Figure 1. Logic cells by family (run 1).
Scale bar: 20 um.
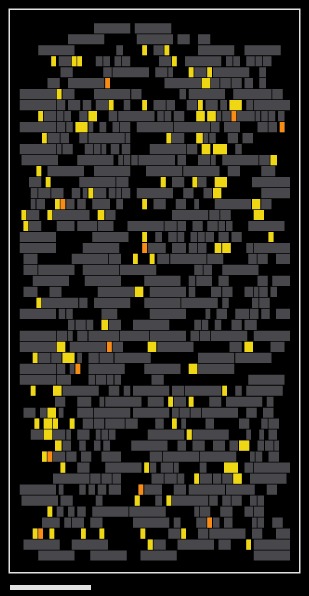
Figure 2. Placement by cell class (run 1).
Scale bar: 20 um. Fill, decap, tap and diode cells in grey.
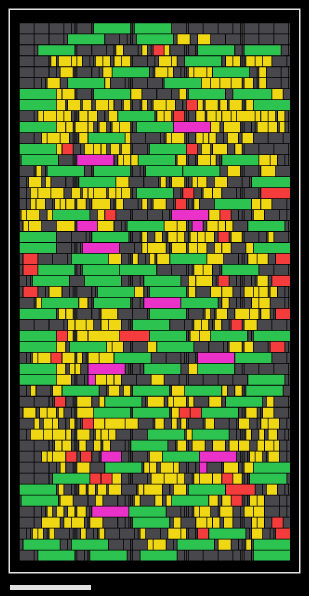
Figure 3. Metal 4 (run 1).
Scale bar: 20 um.
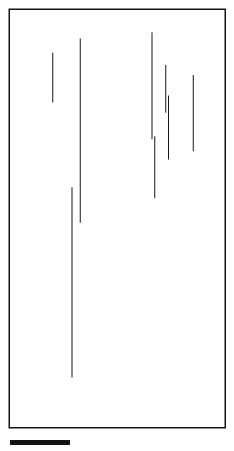
Figure 4. Signal wires by layer (run 1).
Scale bar: 20 um.
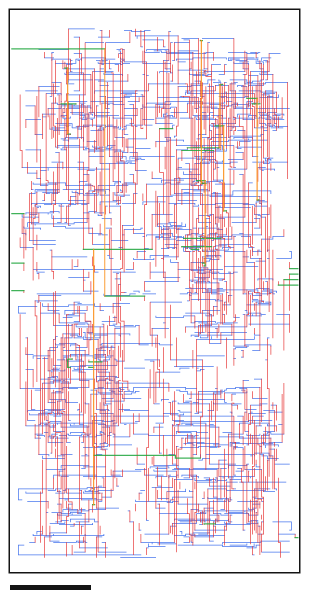
Design led_sel_ctrl_flat, sky130hd; sources not shown.
==> run notes, run 1 <==
run metrics: met3 demand-to-capacity share in global routing 4.288%, initial antenna violation count 0, Global Route met2 Usage about two fifths, total die area 9962 um2, Floorplan Nets 522, power density relative to cell area 674.1 nW/um2, overall power 3.897 mW, worst setup path class flip-flop to flip-flop, Worst Setup Start Kind flip-flop, cell area after placement about 5500 um2, crit path capture type flip-flop, DR iter-0 viols 216, total number of clock tree sinks about 110, switching power about 0.8 mW, Area growth syn-to-layout 12.99%, combinational cell fraction of total power under 10%, CTS HTree Levels 3, simple-gate share of the synthesized area between 20% and 30%, clock tree from TritonCTS done, vias in the first global route 4038, wire length of the first global-routing pass between 15 and 20 mm, global routing's busiest layer met2, instance tally after logic synthesis 513, synth unique cells 48, final max-slew violation count 0, and-or/or-and share of the synthesized area 8.437%, DR vias/cell 6.084, horizontal die dimension 71.59 um, total of fill cells in the finished design 741, Yosys Chip Area 5116 um2, clock skew after layout 10.44 ps, Top cells by area dfrtp_1 51%, xor2_1 5.5%, nor2_1 4.0%, xnor2_1 3.4%, nand3_1 3.2%, Late-Pin Clk Latency 350 ps, pin count of the biggest net entering global routing 45, Worst path slowest cell or4_4, total setup buffers inserted after CTS 0, result of the run completed, crit path DRT 2270 ps, clock transition at the registers of the reported paths 70 ps, buffers added on ports 8, cell type with the largest total area dfrtp_1, total leakage power 2.373 nW, ratio of cells with drive above 1 in the final layout 11.58%, Post-Synth Adder-Cell Area 0.9782%, sum of negative setup slack 0 ps, maximum buffer depth of the clock tree 2, max reg flops 60, Yosys top cell area share 51.36%, Final setup viols 0, CP Data Arrival Time 2190 ps, number of placed instances, taps included 631, final period utilization 96.13%, DP Wirelength 7.243 mm, delay of the slowest critical-path stage about 610 ps, number of warnings the tools reported 26, final design instance area without fill 5781 um2, number of cell instances after yosys synthesis 513, GR Overflow Total 0, maximum VDD drop 0.0005641 V, commonest cells in the synthesized netlist 105 x dfrtp_1, 55 x nor2_1, 33 x nand3_1, maximum fanout along the worst path 12, Post-synth ARST share 100.0%, relative contribution of the clock network to total power roughly 42%, worst slew pin tran 534.0 ps, slack of the worst reg-to-reg path 80 ps, worst setup margin 77.41 ps, number of routed nets with antenna violations 0, met1 usage in global routing 25.62%, Slew Limit Headroom 64.12%, Sequential Power Share 55.5%, Detailed Routing Iterations Pass 1 4, post-layout minimum cycle time 1923 ps, register share after synthesis 51.36%, Top Ports 9, switch share a little over a fifth, top_reg_cell synth dfrtp_1, post-synthesis cell area 5116 um2, CTS Buf Count 9, pre-CTS setup slack 69.69 ps, Dominant combinational family simple AND/OR/NAND/NOR gates, Post-synth EDFFs 0, nets 550, crit-path cells nand3_1 -> or4_4 -> or4_1 -> a21oi_1, worst min-delay path class flip-flop to flip-flop, Worst Hold Margin about 350 ps, cell-internal power around 3.1 mW, diode insertion count for antenna repair 0, Floorplan Utilization 57.16%, most popular library cell in the synthesized design by count dfrtp_1, height of the chip about 140 um, worst-case reg-to-reg path depth 4, count of max-cap constraint violations 0, count of state elements after synthesis 105, RePlAce Congestion 0.8213, count of unresolved DRC violations after routing 0, tally of yosys warning messages 0, multiplexer area fraction after synthesis 0.6603%, average footprint of a synthesized cell roughly 10 um2, xor+xnor area frac under 10%, maximum frequency from static timing analysis 0.5201 GHz, hold path cells 0, number of hold violations in the final report 0, Clk Tree Root Cell clkbuf_16, setup repair after global routing missed its margin false
Notes on Figure 1 above:
Yellow shows NOR gates, cells 87, most used nor2_1, where all over the die. Orange shows inverters, cells 11, most used inv_1, where all over the die.
most instantiated logic cell after routing: dfrtp_1
multi-input logic portion of the cell area: 41.06%
post-route insts no fill: 646

Notes on Figure 2 above:
Red shows other buffers and delay cells, cells 37, share of their area 6.0%. Magenta shows clock drivers and dummy loads, cells 14, share of their area 4.8%. Green shows flip-flops, cells 105, share of their area 47%. Yellow shows all other logic, cells 388, share of their area 43%.
register fraction of the total cell area: 45.50%
post-route core utilization: 64.58%
placement row count: 49
Std-Cell Core Area: 8951 um2

Notes on Figure 3 above:
The layer holds 2.5% of the routed length. The wires run mostly vertical. 8 nets have wire on it. The layer carries 258 um of wire.
total number of vias: 3930
Routed WL: 10.20 mm

Notes on Figure 4 above:
Green shows met3, wire length 166 um. Red shows met2, wire length 5530 um. Orange shows met4, wire length 258 um. Blue shows met1, wire length 4240 um.
post-detailed-route wirelength per cell: 15.79 um
overall track demand over capacity in global routing: 22.26%

[run 1: power groups by stage]
stage          registers, mW  clock network (mW)  logic (mW)
6_report                2.16                1.62       0.116
5_1_grt                 2.16                1.75       0.136
4_1_cts                 2.16                1.68       0.122
3_5_place_dp            2.20                   0       0.120
3_3_place_gp            2.20                   0       0.119
2_1_floorplan           2.20                   0      0.0435
[run 1: timing repair]
action | CTS | global route
hold buffers | 1 | 0
setup endpoints to repair | 0 | 5
gates resized | 0 | 5
hold endpoints to repair | 26 | 0
[run 1: layout make-up]
cell class | count | area [um2] | area share, %
Clock buffer | 11 | 252.7 | 4.372
Clock inverter | 3 | 17.52 | 0.3030
Inverter | 11 | 41.29 | 0.7143
Multi-Input combinational cell | 377 | 2374 | 41.06
Sequential cell | 105 | 2630 | 45.50
Tap cell | 102 | 127.6 | 2.208
Timing Repair Buffer | 37 | 337.8 | 5.844
[run 1: routing by layer]
layer	vias to the layer above	wire length, um	share of wire, %
li1	1913	-	-
met1	1950	4244	42
met2	49	5533	54
met3	18	165	1.6
met4	0	258	2.5
met5	-	0	0
[run 1: cells in the final DEF, fill, tap and decap left out, types with 3 or more instances in the layout]
cell / count
nor4_1: 13
or3_1: 14
or4_1: 16
nand2_1: 32
dfrtp_1: 103
and4_1: 8
nand3_1: 32
xnor2_1: 20
clkbuf_16: 9
nor2_1: 55
nand4_1: 21
nor2b_1: 5
inv_1: 11
nor4b_1: 4
mux2_2: 3
clkdlybuf4s50_1: 6
buf_12: 3
and3_1: 13
buf_4: 26
ha_1: 4
xor2_1: 32
nor3_1: 6
o31ai_1: 15
and2_1: 7
o21ai_0: 17
a21oi_1: 29
[run 1: worst max-delay path: cells and delay by family (launching register included)]
family             cells  cell delay [ps]
and+or+nand+nor        3             1250
DFF                    1              440
AOI/OAI and AO/OA      1              150
==> inputs of run 2 (changes only) <==
--- a/config.mk
+++ b/config.mk
@@ -5,11 +5,11 @@
 export SDC_FILE = /design/constraint.sdc
 export NUM_CORES = 1
 export LEC_CHECK = 0
-export ABC_CLOCK_PERIOD_IN_PS = 2000
+export ABC_CLOCK_PERIOD_IN_PS = 2450
 export CAP_MARGIN = 20
-export CORE_ASPECT_RATIO = 2
+export CORE_ASPECT_RATIO = 0.75
 export CORE_MARGIN = 2
-export CORE_UTILIZATION = 56
+export CORE_UTILIZATION = 65
 export DETAILED_ROUTE_END_ITERATION = 6
 export HOLD_SLACK_MARGIN = 0.02
 export PLACE_DENSITY_LB_ADDON = 0.05
==> constraint.sdc (replaced) <==
create_clock -name clk -period 2.45 [get_ports clk]
set_input_delay 0.3675 -clock clk [delete_from_list [all_inputs] [get_ports clk]]
set_output_delay 0.3675 -clock clk [all_outputs]
set_load 0.05 [all_outputs]
==> run 2 against run 1 <==
Against the previous run: synthesized cell count stayed put; combinational power is 18% lower; critical path depth is 3 lower; synthesized area stayed put; count of clock-buffer cells in the layout is 1 lower; final area is 3.5% lower; utilization is 9.8 points higher; critical path type is now flip-flop to primary output; largest power group unchanged; highest routed layer unchanged.
==> run notes, run 2 <==
run metrics: clock skew after layout 12.48 ps, final max-slew violation count 0, final period utilization between 80 and 90%, most instantiated logic cell after routing dfrtp_1, Post-synth EDFFs 0, logic depth of the worst setup path including buffers 1, count of state elements after synthesis 105, hold path cells 0, maximum VDD drop 0.0004603 V, total leakage power 2.249 nW, crit path capture type primary output, sum of negative setup slack 0 ps, DR vias/cell 6.170, register share after synthesis 51.36%, Worst Hold Margin 363.2 ps, switching power 0.6661 mW, number of buffer and inverter instances along the worst setup path 1, vias in the first global route 3690, worst-case reg-to-reg path depth 4, commonest cells in the synthesized netlist 105 x dfrtp_1, 55 x nor2_1, 33 x nand3_1, crit-path cells clkdlybuf4s50_1, worst min-delay path class flip-flop to flip-flop, buffers added on ports 8, Top cells by area dfrtp_1 51%, xor2_1 5.5%, nor2_1 4.0%, xnor2_1 3.4%, nand3_1 3.2%, CTS Buf Count 9, nets approximately 530, Routed WL between 9 and 10 mm, number of routed nets with antenna violations 0, Floorplan Utilization 68.22%, total setup buffers inserted after CTS 0, family of cells with the greatest summed delay on the critical path buffers and inverters, worst slew pin tran 518.5 ps, count of max-cap constraint violations 0, total number of clock tree sinks 105, post-detailed-route wirelength per cell 15.56 um, total die area between 8000 and 9000 um2, Final setup viols 0, initial antenna violation count 0, ratio of cells with drive above 1 in the final layout around 8.5%, Clk Tree Root Cell clkbuf_8, setup repair after global routing missed its margin false, pin count of the biggest net entering global routing about 40, clock tree from TritonCTS done, average footprint of a synthesized cell roughly 10 um2, count of instances resized after the clock tree is built 0, maximum frequency from static timing analysis roughly 0.47 GHz, relative contribution of the clock network to total power 39.1%, number of hold violations in the final report 0, Slew Limit Headroom ~65%, overall power 3.053 mW, cell-internal power 2.387 mW, Sequential Power Share 57.8%, metal3 WL ~430 um, topmost layer with routed signal wires met4, synth unique cells 48, power density relative to cell area 547.6 nW/um2, combinational cell fraction of total power slightly above 3%, horizontal die dimension 106.4 um, instance tally after logic synthesis 513, Late-Pin Clk Latency approximately 380 ps, RePlAce Congestion 0.8932, count of unresolved DRC violations after routing 0, Detailed Routing Iterations Pass 1 5, crit path DRT about 2100 ps, DP Wirelength 6.595 mm, number of cell instances after yosys synthesis 513, WL met2 4.619 mm, Worst path slowest cell clkdlybuf4s50_1, Top cells excl fill/tap 105 x dfrtp_1, 55 x nor2_1, 33 x nand3_1, 32 x nand2_1, 32 x xor2_1, Post-synth ARST share 100.0%, GR Overflow Total 0, CTS HTree Levels 3, post-synthesis cell area 5116 um2, top_reg_cell synth dfrtp_1, maximum fanout along the worst path 9, maximum buffer depth of the clock tree 2, most popular library cell in the synthesized design by count dfrtp_1, Area growth syn-to-layout 8.975%, Top Ports 9, CP Data Arrival Time ~1800 ps, Floorplan Nets 522, total number of vias 3893, DR iter-0 viols 184, tally of yosys warning messages 0, clock transition at the registers of the reported paths approximately 100 ps, cts hold-fix bufs 1, wire length of the first global-routing pass 17.15 mm, Worst Setup Start Kind flip-flop, overall track demand over capacity in global routing 25.21%, switch share 21.82%, M1 WL 4.741 mm, diode insertion count for antenna repair 0, Yosys top cell area share 51.36%, cell type with the largest total area dfrtp_1, Yosys Chip Area 5116 um2, post-layout minimum cycle time between 2000 and 2500 ps, max reg flops 60, result of the run completed, slack of the worst reg-to-reg path 390 ps, worst setup path class flip-flop to primary output, height of the chip between 80 and 90 um, number of warnings the tools reported 26, delay of the slowest critical-path stage 860 ps
==> run 2: area by class of cell <==
cell class / instances / area [um2]
well taps: 101 / 126.4
multi-input cells: 377 / 2365
fillers: 546 / 1924
clock buffers: 10 / 137.6
flip-flops and latches: 105 / 2628
repair buffers: 21 / 190.2
clock inverters: 6 / 87.58
inverters: 11 / 41.29
==> run 2: power groups by stage <==
stage / Clock, mW / Sequential (mW) / Combinational, mW
floorplan: 0 / 1.79 / 0.0355
global placement: 0 / 1.80 / 0.0930
detailed placement: 0 / 1.80 / 0.0959
CTS: 1.22 / 1.76 / 0.0975
global route: 1.29 / 1.77 / 0.110
finish: 1.19 / 1.76 / 0.0947
==> run 2: cell families (layout without fill, tap and decap cells) <==
| family | Yosys count | count (layout) | synth area share [%] |
|---|---|---|---|
| DFF | 105 | 105 | 51.36 |
| AOI/OAI and AO/OA | 71 | 71 | 8.437 |
| and+or+nand+nor | 247 | 247 | 27.15 |
| adders and majority gates | 4 | 4 | 0.9783 |
| xor gates and xnor gates | 52 | 52 | 8.902 |
| buffers and inverters | 31 | 48 | 2.519 |
| muxes | 3 | 3 | 0.6603 |
==> run 2: stage by stage <==
step	setup slack (ps)	utilization [%]	cell area, um2	cells
after detailed placement	454.9	71.20	5340	614
after CTS	325.5	74.34	5575	631
final	326.3	74.34	5575	631
after global routing	225.5	74.34	5575	631
after floorplan	469.3	-	5116	513
after global placement	507.2	71.20	5340	614
==> run 2: layer usage <==
metal,vias to the layer above,GRT usage [%]
met1,1920,34.15
met3,4,7.464
met4,0,6.234
li1,1882,-
met5,-,0
met2,87,40.71
Figure 5. Placement by cell class (run 2).
Scale bar: 20 um. Fill, decap, tap and diode cells in grey.
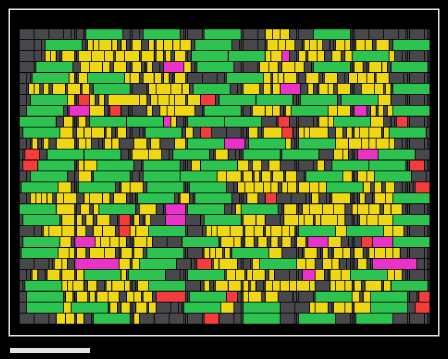
Red shows other buffers and delay cells, cells 21, share of their area 3.5%. Green shows flip-flops, cells 105, share of their area 48%. Yellow shows all other logic, cells 388, share of their area 44%. Magenta shows clock drivers and dummy loads, cells 16, share of their area 4.1%.
post-route core utilization: 74.34%
placement row count: 27
final design instance area without fill: 5575 um2
register fraction of the total cell area: 47.13%

Figure 6. Cell outlines without signal wires (run 2).
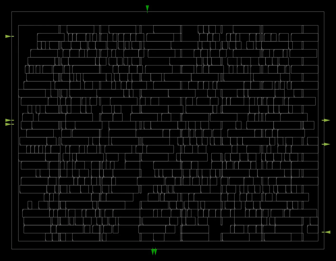
post-route insts no fill: 631
Std-Cell Core Area: 7500 um2
Well-Tap Cells: 101

Power is estimated from default activity; no workload was simulated.
